--- src/rtl/arbiter.sv ---
// Four-requester round-robin arbiter with ack handshake and one-hot registered grant.
// Define ARBITER_FIXED_PRIO_EN for fixed lowest-index-wins priority instead of round-robin.
module arbiter #(
  parameter int unsigned NUM_REQ = 4
) (
  input  logic               clock,
  input  logic               reset,
  input  logic               ack,
  input  logic [NUM_REQ-1:0] req,
  output logic [NUM_REQ-1:0] grant
);

  localparam int unsigned IDX_W = (NUM_REQ > 1) ? $clog2(NUM_REQ) : 1;

  typedef enum logic [1:0] {
    IDLE     = 2'd0,
    BUSY     = 2'd1,
    WAIT_LOW = 2'd2
  } state_t;

  state_t             r_state;
  state_t             w_state_nxt;
  logic [NUM_REQ-1:0] r_grant;
  logic [NUM_REQ-1:0] w_grant_nxt;
  logic [NUM_REQ-1:0] w_winner;

`ifdef ARBITER_FIXED_PRIO_EN
  // Scan downward so the lowest set index is written last and wins.
  always_comb begin
    w_winner = '0;
    for (int unsigned i = NUM_REQ; i > 0; i--) begin
      if (req[i-1]) begin
        w_winner      = '0;
        w_winner[i-1] = 1'b1;
      end
    end
  end
`else
  logic [IDX_W-1:0] r_last;
  logic [IDX_W-1:0] w_gidx;
  logic             w_release;

  // Scan offsets from farthest to nearest so the first requester after r_last wins.
  always_comb begin
    w_winner = '0;
    for (int unsigned off = NUM_REQ; off > 0; off--) begin
      if (req[(32'(r_last) + off) % NUM_REQ]) begin
        w_winner = '0;
        w_winner[(32'(r_last) + off) % NUM_REQ] = 1'b1;
      end
    end
  end

  always_comb begin
    w_gidx = '0;
    for (int unsigned i = 0; i < NUM_REQ; i++) begin
      if (r_grant[i]) w_gidx = IDX_W'(i);
    end
  end

  assign w_release = (r_state == BUSY) && ack;

  always_ff @(posedge clock or negedge reset) begin
    if (!reset) begin
      r_last <= IDX_W'(NUM_REQ - 1);
    end else if (w_release) begin
      r_last <= w_gidx;
    end
  end
`endif

  always_comb begin
    w_state_nxt = r_state;
    w_grant_nxt = r_grant;
    case (r_state)
      IDLE: begin
        w_grant_nxt = '0;
        if (|req) begin
          w_grant_nxt = w_winner;
          w_state_nxt = BUSY;
        end
      end
      BUSY: begin
        if (ack) begin
          w_grant_nxt = '0;
          w_state_nxt = WAIT_LOW;
        end
      end
      WAIT_LOW: begin
        w_grant_nxt = '0;
        if (!ack) w_state_nxt = IDLE;
      end
      default: begin
        w_grant_nxt = '0;
        w_state_nxt = IDLE;
      end
    endcase
  end

  always_ff @(posedge clock or negedge reset) begin
    if (!reset) begin
      r_state <= IDLE;
      r_grant <= '0;
    end else begin
      r_state <= w_state_nxt;
      r_grant <= w_grant_nxt;
    end
  end

  assign grant = r_grant;

endmodule

--- config.mk ---
export PLATFORM = sky130hd
export DESIGN_NAME = arbiter
export DESIGN_NICKNAME = d
export VERILOG_FILES = /design/src/rtl/arbiter.sv
export SDC_FILE = /design/constraint.sdc
export NUM_CORES = 1
export LEC_CHECK = 0
export CAP_MARGIN = 20
export CORE_AREA = 3 3 40 42
export CTS_CLUSTER_DIAMETER = 30
export DETAILED_ROUTE_END_ITERATION = 8
export DIE_AREA = 0 0 43 45
export PLACE_DENSITY = 0.71
export SYNTH_ARGS = -nofsm -noshare
export SYNTH_HDL_FRONTEND = slang
export SYNTH_SLANG_ARGS = --single-unit
--- constraint.sdc ---
create_clock -name clock -period 4.6 [get_ports clock]
set_clock_uncertainty 0.1 [all_clocks]
set_input_delay 0.46 -clock clock [delete_from_list [all_inputs] [get_ports clock]]
set_output_delay 0.46 -clock clock [all_outputs]
set_load 0.03 [all_outputs]
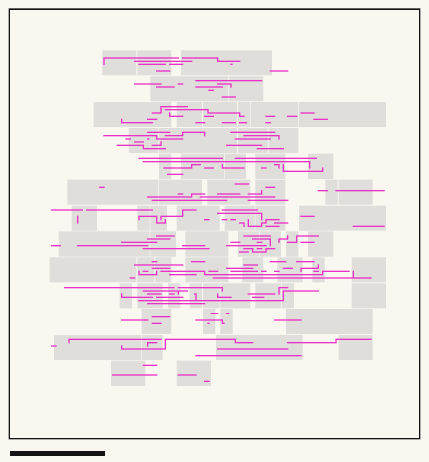
*Metal 1, run 1*
Scale bar: 10 um.
share of all routed wire: 43%
longest straight run: 17.5 um
nets with wire on the layer: 67
main direction: horizontal
fraction of met1 tracks used by global routing: 0.173
final wirelength: 1170 um
Vias: 491

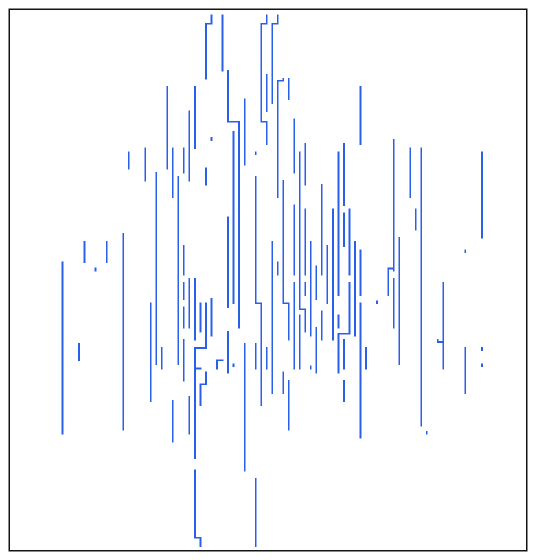
*Metal 2, run 1*
wire length on this layer: 564 um
share of all routed wire: 48%
nets with wire on the layer: 69
met2 demand-to-capacity share in global routing: 0.213

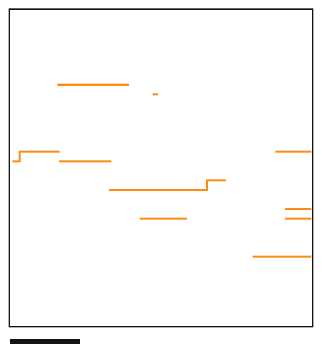
*Signal wires on met3, run 1*
Scale bar: 10 um.
share of all routed wire: 5.9%
main direction: horizontal
wire length on this layer: 69.0 um
longest straight run: 13.8 um
met3 track demand over resource: 0.0598

-- run 1: state kept, by name, summed over array words and instances (netlist names) --
| signal | count |
|---|---|
| grant | 4 |
| r_last | 2 |
| r_state | 2 |
-- run 1: where the power goes --
group | switching (W) | internal [W] | total (W)
Clock | 0.0000260 | 0.0000333 | 0.0000593
Combinational | 0.000151 | 0.000147 | 0.000298
Sequential | 0.0000381 | 0.000105 | 0.000144
-- run 1: cell families (layout without fill, tap and decap cells) --
kind of cell / Yosys count / after routing / share of synthesized area
AND/OR/NAND/NOR: 13 / 13 / 0.132
AND-OR/OR-AND: 16 / 16 / 0.190
adder cells (fa/ha/maj): 6 / 6 / 0.124
buffers and inverters: 6 / 19 / 0.0496
flip-flops: 8 / 8 / 0.335
XOR/XNOR: 1 / 1 / 0.0145
multiplexers: 4 / 4 / 0.155
-- run 1: per-stage QoR --
step                      area [um^2]  setup WS, ps  cells
after CTS                         739          2080     82
after global placement            713          2110     78
after global routing              739          1950     82
after floorplan                   606          2240     54
after detailed placement          713          2060     78
final                             739          2110     82
-- run 1: cells in the final DEF, fill, tap and decap left out, types with 2 or more instances in the layout --
cell             count
nand2_1              5
a21oi_1              2
inv_1                5
a221oi_1             4
clkdlybuf4s50_1     10
dfstp_2              2
clkbuf_4             3
o31ai_1              3
o22ai_1              4
mux4_2               3
dfrtp_1              6
ha_1                 6
-- run 1: synthesized netlist by cell type --
library cell and number:
o32ai_1 1, a21oi_1 2, nor3_1 1, nand3b_1 1, and2_1 1, o31ai_1 3, o22ai_1 4, dfrtp_1 6
o41ai_1 1, nor2_1 1, mux4_1 1, or2b_2 1, or2_4 1, xor2_1 1, a221oi_1 4, nand2_1 5
dfstp_2 2, inv_1 5, nor3b_1 1, nor2b_4 1, o21ai_1 1, mux4_2 3, ha_1 6, buf_6 1
==> summary.txt, run 1 <==
overall die area = 1940 um^2
die width = 43 um
post-synthesis cell count from yosys = 54
Iteration-0 DRC Markers = 8
Hold-fix buffers, CTS = 0
clkbuf count = 4
Avg Inst Size Synth = 11.2 um^2
via-per-instance ratio = 5.99
clock tree from TritonCTS = built
filler cell count in the final layout = 114
proportion of final cell area spent on non-clock buffers = 0.135
GRT Overall Usage = 0.139
total area of sequential cells = 203 um^2
Reg-to-Reg End = grant[3]
cells along the critical path = inv_1, ha_1, mux4_2, or2_4, a221oi_1, o31ai_1
final worst-path cycle share = 0.542
biggest area consumer among synthesized cells = dfrtp_1
Buf+Inv Stages, Crit Path = 1
final number of max-transition violations = 0
Avg WL per Cell = 14.2 um
clk_lat worst skew = 270 ps
Arrival @ worst endpoint = 2510 ps
antenna violation net count after detailed routing = 0
H-tree depth reported by CTS = 1
remaining design rule violation count = 0
count of non-CTS buffers in the layout = 10
unrepaired setup endpoints after global routing = false
clock transition at the register clock pins on the worst setup and hold paths after CTS = 60 ps
wire length of the first global-routing pass = 1950 um
HP Class = input port to asynchronous set/reset pin
detailed route wirelength on metal3 = 68 um
placeable core region = 1280 um^2
highest routed layer = met4
number of logic stages on the critical path including buffering = 6
Peak Freq = 401 MHz
post-detail-place hpwl = 935 um
Hold Worst Slack = 363 ps
combinational gate count = 40
hold violation total from the final report = 0
share of layout cells above drive strength 1 = 0.164
total overflow reported by the global router = 0
crit path launch type = flip-flop
sequential fraction of total cell area = 0.274
OpenROAD warnings = 31
required time reported for the critical path endpoint = 4620 ps
register-to-register path setup slack = 2110 ps
count of pins on the block boundary = 11
post-synthesis cell area = 606 um^2
Cell Pwr Density = 678 nW/um^2
Synth warnings = 0
worst-case vdd ir drop = 0.383 mV
Die Y-Extent = 45 um
top fanout value on the critical path = 10
most used routing layer = met2
max-capacitance violation count = 0
Net count, final = 81
standby leakage power = 0.310 nW
final RePlAce weighted congestion = 0.843
worst setup path endpoint = grant[3]
number of tapcells = 15
Gate Area = 373 um^2
chip area in the Yosys report = 606 um^2
number of rows in the core area = 13
CP startpoint = r_last[0]
buffers from clock root to sink, at most = 2
R2R cell count = 6
Area leader share = 0.248
port bufs = 10
type of the worst setup path = flip-flop to flip-flop
Worst R2R Start = r_last[0]
clock-cell share of area = 0.0355
detailed-route wire length on metal 1 = 506 um
share of the core filled by cells before placement = 0.471
endpoint type of the worst setup path = flip-flop
final-layout setup total negative slack = 0 ps
pin count of the biggest net entering global routing = 11
outcome = finished clean
initial antenna violation count = 0
buffers inserted during post-CTS setup optimization = 0
first-pass iteration count of the detailed router = 4
number of clock buffers inserted by TritonCTS = 3
library cell contributing the largest single delay on the critical path = dfstp_2
final core utilization = 0.575
dominant kind of cell = logic gates
Distinct cells, synth = 24
root buffer cell = clkbuf_4
Tot Pwr = 0.000501 W
multi-input gate share of total cell area = 0.504
instance tally after logic synthesis = 54
Synth Register Bits = 8
CTS sink cnt = 8
flop count = 8
crit-path max cell delay = 650 ps
Worst-Margin Slew = 939 ps
WL met2 = 563 um
final-report setup violation count = 0
### Cell sizes after repair, run 1

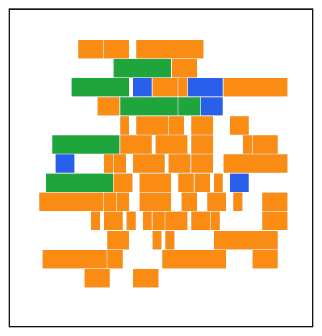

==> inputs of run 2 (changes only) <==
- CORE_AREA: 3 3 40 42 -> default
- CORE_MARGIN: default -> 3
- CORE_UTILIZATION: default -> 44
- DIE_AREA: 0 0 43 45 -> default
- PLACE_DENSITY: 0.71 -> 0.72
- clock period: 4.6 -> 2.2 ns (I/O delays scaled with it)
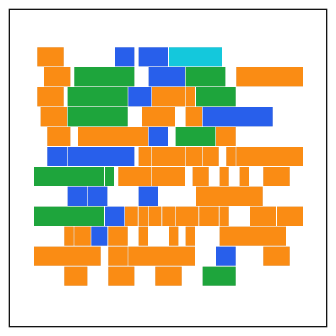
*Cell sizes after repair, run 2*
[green] x2 | cells: 10 | share: 14%
[cyan] x6 and larger | cells: 1 | share: 1.4%
[orange] x1 and smaller | cells: 48 | share: 66%
[blue] x3 and x4 | cells: 14 | share: 19%
final non-filler cell area: 855 um^2
crit path setup slack, layout: 17.0 ps
area growth from synthesis to layout: 41.1%

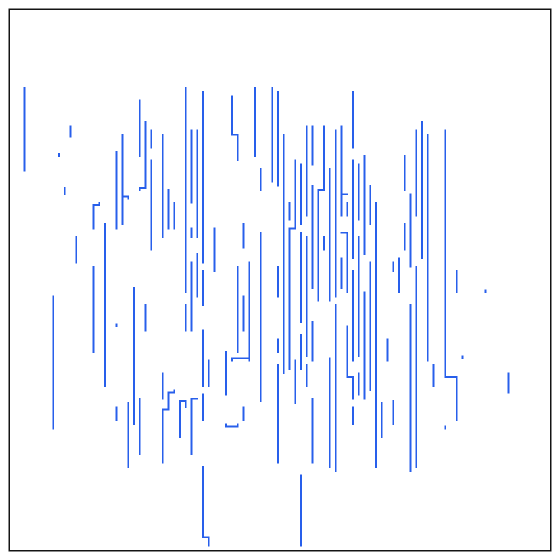
*Metal 2, run 2*
longest straight run: 21.1 um
share of all routed wire: 52%
final wirelength: 1300 um
Vias: 525

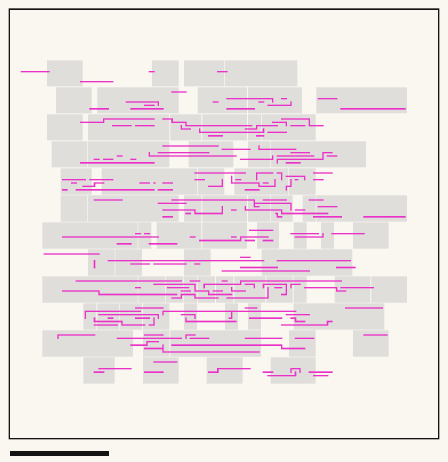
*Metal 1, run 2*
Scale bar: 10 um.
longest straight run: 15.6 um
nets with wire on the layer: 72
wire length on this layer: 538 um

==> summary.txt, run 2 <==
highest routed layer = met3
most used routing layer = met2
Worst-Margin Slew = 501 ps
max FFs per register = 4
overall die area = 1860 um^2
via count of the first global-routing pass = 492
final worst path period need = 2180 ps
port bufs = 10
post-synthesis cell count from yosys = 54
required time reported for the critical path endpoint = 2250 ps
endpoint type of the worst setup path = flip-flop
Die Y-Extent = 43.1 um
Cell Pwr Density = 1550 nW/um^2
most area-consuming cells after synthesis = dfrtp_1, ha_1, mux4_2
Buf+Inv Stages, Crit Path = 1
met2 demand-to-capacity share in global routing = 0.274
total area of sequential cells = 203 um^2
chip area in the Yosys report = 606 um^2
Avg WL per Cell = 14.9 um
unrepaired setup endpoints after global routing = true
Net count, final = 87
post-detail-place hpwl = 984 um
library cell contributing the largest single delay on the critical path = dfstp_2
final core utilization = 0.711
Synth warnings = 0
antenna violation net count after detailed routing = 0
detailed-route wire length on metal 1 = 538 um
via-per-instance ratio = 6.03
total overflow reported by the global router = 0
final RePlAce weighted congestion = 0.826
top fanout value on the critical path = 4
Arrival @ worst endpoint = 2230 ps
outcome = finished clean
hold violation total from the final report = 0
OpenROAD warnings = 33
count of pins on the block boundary = 11
initial antenna violation count = 0
die width = 43.1 um
most numerous logic cell after layout = clkdlybuf4s50_1
fraction of met1 tracks used by global routing = 0.191
antenna diode instance count = 0
Iteration-0 DRC Markers = 21
share of layout cells above drive strength 1 = 0.342
Post-synth EDFFs = 0
Synth Register Bits = 8
final-report setup violation count = 0
share of the core filled by cells before placement = 0.504
part of the total power dissipated in sequential elements = 0.204
clock transition at the register clock pins on the worst setup and hold paths after CTS = 60 ps
Placement Setup Slack = 25.2 ps
Distinct cells, synth = 24
standby leakage power = 0.358 nW
final worst-path cycle share = 0.992
instance tally after logic synthesis = 54
Post-Syn Nets = 67
final standard cell count with taps included and fillers excluded = 87
pin count of the biggest net entering global routing = 10
Main synth FF type = dfrtp_1
wire length of the first global-routing pass = 2230 um
number of clock buffers inserted by TritonCTS = 3
most common library cells after synthesis = dfrtp_1, ha_1, inv_1, nand2_1
final-layout setup total negative slack = 0 ps
Internal Pwr Total = 0.000761 W
Tot Pwr = 0.00132 W
share of async-settable or async-resettable flops after synthesis = 1.00
Peak Freq = 458 MHz
clk_lat worst skew = 270 ps
Hold-fix buffers, CTS = 0
remaining design rule violation count = 0
Sw Pwr = 0.000562 W
Gate Area = 429 um^2
Worst path top cell family by delay = flip-flops
clock share of power = 0.096
HP Class = input port to asynchronous set/reset pin
cells along the critical path = inv_4, ha_4, mux4_2, or2_4, a221oi_2, o31ai_1
number of rows in the core area = 12
placeable core region = 1200 um^2
CTS sink cnt = 8
clock tree from TritonCTS = built
final number of max-transition violations = 0
most frequently placed logic cells in the final layout = clkdlybuf4s50_1, dfrtp_1, nand2_1, ha_1, buf_4
met3 track demand over resource = 0.0636
relative slew slack = 0.666
placed cell count = 81
type of the worst setup path = flip-flop to flip-flop
WL met2 = 670 um
placed cell areas = 785 um^2
net switching share of the total power = 0.425
post-synthesis cell area = 606 um^2
biggest area consumer among synthesized cells = dfrtp_1
crit-path max cell delay = 550 ps
GRT Overall Usage = 0.162
Avg Inst Size Synth = 11.2 um^2
buffers from clock root to sink, at most = 2
Area leader share = 0.248
Logic pwr share = 0.699
first-pass iteration count of the detailed router = 4
worst-case vdd ir drop = 0.807 mV
max-capacitance violation count = 0
part of the Yosys area used for sequential elements = 0.335
root buffer cell = clkbuf_4
crit path launch type = flip-flop
filler cell count in the final layout = 87
Hold Worst Slack = 123 ps
H-tree depth reported by CTS = 1
detailed route wirelength on metal3 = 86 um
==> run 2: power groups by stage <==
stage | clock [W] | sequential [W] | combinational [W]
detailed placement | 0 | 0.000270 | 0.000815
global route | 0.000135 | 0.000280 | 0.00101
global placement | 0 | 0.000268 | 0.000799
CTS | 0.000132 | 0.000270 | 0.000825
finish | 0.000128 | 0.000270 | 0.000925
floorplan | 0 | 0.000317 | 0.000566
==> run 2: timing repair <==
item,in CTS,in global routing
gates resized,1,2
pin swaps,0,1
endpoints found under the setup margin,1,2
buffers inserted,0,2
==> run 2: area by class of cell <==
type | instances | area share
inverters | 5 | 0.0249
multi-input cells | 40 | 0.502
clock buffers | 4 | 0.0307
flip-flops and latches | 8 | 0.237
repair buffers | 16 | 0.184
well taps | 14 | 0.0205
==> run 2: worst register-to-register path: cells and delay by family, from the launching register on <==
kind	cells	cell delay (ps)
adders and majority gates	1	260
buffers and inverters	1	40
DFF	1	550
muxes	1	520
AOI/OAI and AO/OA	2	320
and+or+nand+nor	1	280
==> run 2: kinds of logic (layout without fill, tap and decap cells) <==
family / after synthesis / after routing / synth area share
DFF: 8 / 8 / 0.335
and+or+nand+nor: 13 / 13 / 0.132
AOI/OAI and AO/OA: 16 / 16 / 0.190
muxes: 4 / 4 / 0.155
buffers and inverters: 6 / 25 / 0.0496
xor gates and xnor gates: 1 / 1 / 0.0145
adders and majority gates: 6 / 6 / 0.124
==> run 2: path summary, 6_finish.rpt <==
kind,endpoint,start,cells after the start,slack [ps]
worst max-delay path,grant[1],r_last[0],6,20
worst min-delay path,grant[3],reset,1,120
worst max register to register,grant[1],r_last[0],6,20
worst min register to register,grant[0],grant[0],2,410
max in group asynchronous,r_last[1],reset,1,1560
min in group clock,grant[0],grant[0],2,410
==> inputs of run 3 (changes only) <==
- SKIP_LAST_GASP: default -> 1
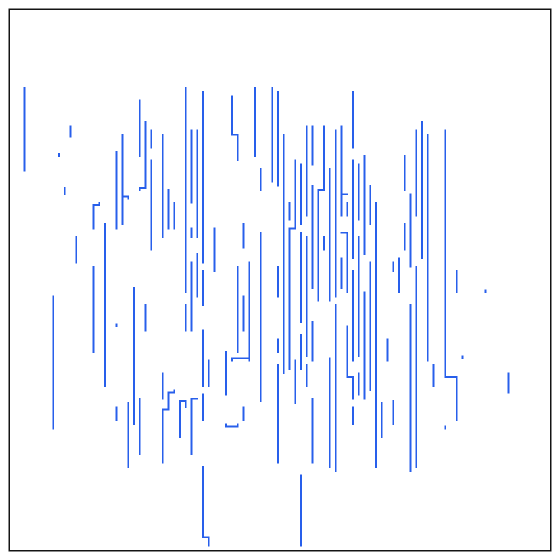
*Metal 2, run 3*
share of all routed wire: 52%
wire length on this layer: 670 um
longest straight run: 21.1 um
nets with wire on the layer: 76
main direction: vertical

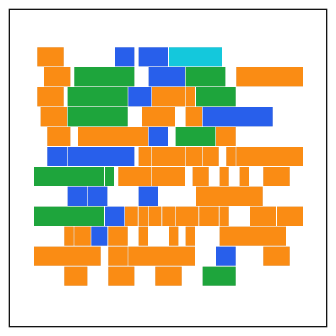
*Cell sizes after repair, run 3*
count of non-CTS buffers in the layout: 16

==> summary.txt, run 3 <==
Hold-fix buffers, CTS = 0
Gate Area = 429 um^2
Reg-to-Reg End = grant[1]
crit path setup slack, layout = 17.0 ps
group drawing the most power = combinational cells
die width = 43.1 um
Worst-Margin Slew = 501 ps
Avg Inst Size Synth = 11.2 um^2
area growth from synthesis to layout = 41.1%
final core utilization = 0.711
Sw Pwr = 0.000562 W
via count of the first global-routing pass = 498
via-per-instance ratio = 6.03
Vias = 525
total overflow reported by the global router = 0
final number of max-transition violations = 0
hold violation total from the final report = 0
clock share of power = 0.096
chip area in the Yosys report = 606 um^2
CP startpoint = r_last[0]
biggest area consumer among synthesized cells = dfrtp_1
most frequently placed logic cells in the final layout = clkdlybuf4s50_1, dfrtp_1, nand2_1, ha_1, buf_4
Synth warnings = 0
most area-consuming cells after synthesis = dfrtp_1, ha_1, mux4_2
share of async-settable or async-resettable flops after synthesis = 1.00
type of the worst setup path = flip-flop to flip-flop
remaining design rule violation count = 0
H-tree depth reported by CTS = 1
GRT Overall Usage = 0.161
Logic pwr share = 0.699
power of the clock network = 0.000128 W
post-synthesis cell area = 606 um^2
register-to-register path setup slack = 20 ps
R2R cell count = 6
final non-filler cell area = 855 um^2
buffers from clock root to sink, at most = 2
number of clock buffers inserted by TritonCTS = 3
Worst R2R Start = r_last[0]
final-report setup violation count = 0
endpoint type of the worst setup path = flip-flop
Cell Pwr Density = 1550 nW/um^2
port bufs = 10
Hold Worst Slack = 123 ps
Placement Setup Slack = 25.2 ps
clock tree from TritonCTS = built
number of rows in the core area = 12
share of the core filled by cells before placement = 0.504
count of pins on the block boundary = 11
top fanout value on the critical path = 4
placeable core region = 1200 um^2
unrepaired setup endpoints after global routing = true
net switching share of the total power = 0.425
final wirelength = 1300 um
instance tally after logic synthesis = 54
Distinct cells, synth = 24
placed cell areas = 785 um^2
clock transition at the register clock pins on the worst setup and hold paths after CTS = 60 ps
max FFs per register = 4
antenna diode instance count = 0
total area of sequential cells = 203 um^2
outcome = finished clean
Internal Pwr Total = 0.000761 W
Area leader share = 0.248
post-synthesis cell count from yosys = 54
wire length of the first global-routing pass = 2210 um
HP Class = input port to asynchronous set/reset pin
overall die area = 1860 um^2
initial antenna violation count = 0
worst-case vdd ir drop = 0.807 mV
final worst-path cycle share = 0.992
post-detail-place hpwl = 984 um
CTS sink cnt = 8
Post-Syn Nets = 67
standby leakage power = 0.358 nW
Net count, final = 87
Synth Register Bits = 8
Iteration-0 DRC Markers = 21
part of the total power dissipated in sequential elements = 0.204
antenna violation net count after detailed routing = 0
share of layout cells above drive strength 1 = 0.342
Avg WL per Cell = 14.9 um
worst setup path endpoint = grant[1]
pin count of the biggest net entering global routing = 10
first-pass iteration count of the detailed router = 4
Die Y-Extent = 43.1 um
Post-synth EDFFs = 0
OpenROAD warnings = 34
power of the combinational group = 0.000925 W
power in sequential cells = 0.000270 W
part of the Yosys area used for sequential elements = 0.335
final worst path period need = 2180 ps
filler cell count in the final layout = 87
crit path launch type = flip-flop
most numerous logic cell after layout = clkdlybuf4s50_1
Main synth FF type = dfrtp_1
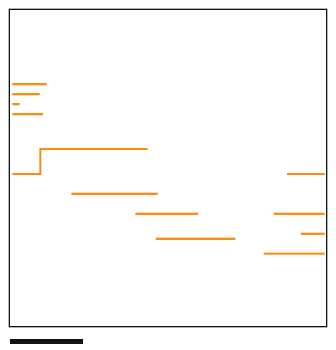
*Signal wires on met3, run 3*
Scale bar: 10 um.
main direction: horizontal
nets with wire on the layer: 11
share of all routed wire: 6.7%
longest straight run: 14.5 um

run 3: critical path, stage by stage, from the launching register on:
cell	delay, ps
dfstp_2	550
inv_4	40
ha_4	260
mux4_2	520
or2_4	280
a221oi_2	210
o31ai_1	110
run 3: metrics by stage:
stage / total power, W / std cells / setup TNS (ps)
2_1_floorplan: 0.000883 / 54 / -198
3_3_place_gp: 0.00107 / 81 / 0
3_5_place_dp: 0.00109 / 81 / 0
4_1_cts: 0.00122 / 85 / -16.9
5_1_grt: 0.00142 / 87 / -61.8
6_report: 0.00132 / 87 / 0
run 3: final cells by class:
type,count,share of cell area
Timing Repair Buffer,16,0.184
Tap cell,14,0.0205
Clock buffer,4,0.0307
Multi-Input combinational cell,40,0.502
Inverter,5,0.0249
Sequential cell,8,0.237
run 3: logic make-up after synthesis:
family / share of synthesized area
DFF: 0.335
xor gates and xnor gates: 0.0145
AOI/OAI and AO/OA: 0.190
buffers and inverters: 0.0496
and+or+nand+nor: 0.132
adders and majority gates: 0.124
muxes: 0.155
run 3: routing by layer:
layer  track usage  vias to the layer above  wire (um)
met5             0                        -          0
met4        0.0482                        0          0
met3        0.0678                        0         86
met2         0.268                       15        670
met1         0.186                      260        538
li1              -                      250          -
run 3: worst min path at each step:
stage                   from  endpoint  slack [ps]  cells after the start
detailed placement  grant[0]  grant[0]         370                      2
finish                 reset  grant[3]         120                      1
global route           reset  grant[0]         140                      1
CTS                    reset  grant[0]         140                      1
floorplan              reset  grant[0]        -180                      0
global placement    grant[0]  grant[0]         360                      2
run 3: timing repair:
item                                    in CTS  in global routing
pin swaps                                    0                  1
resized                                      0                  3
buffers inserted                             0                  2
endpoints found under the setup margin       1                  4
Power figures rest on the tool's default switching activity, not on a simulated workload.
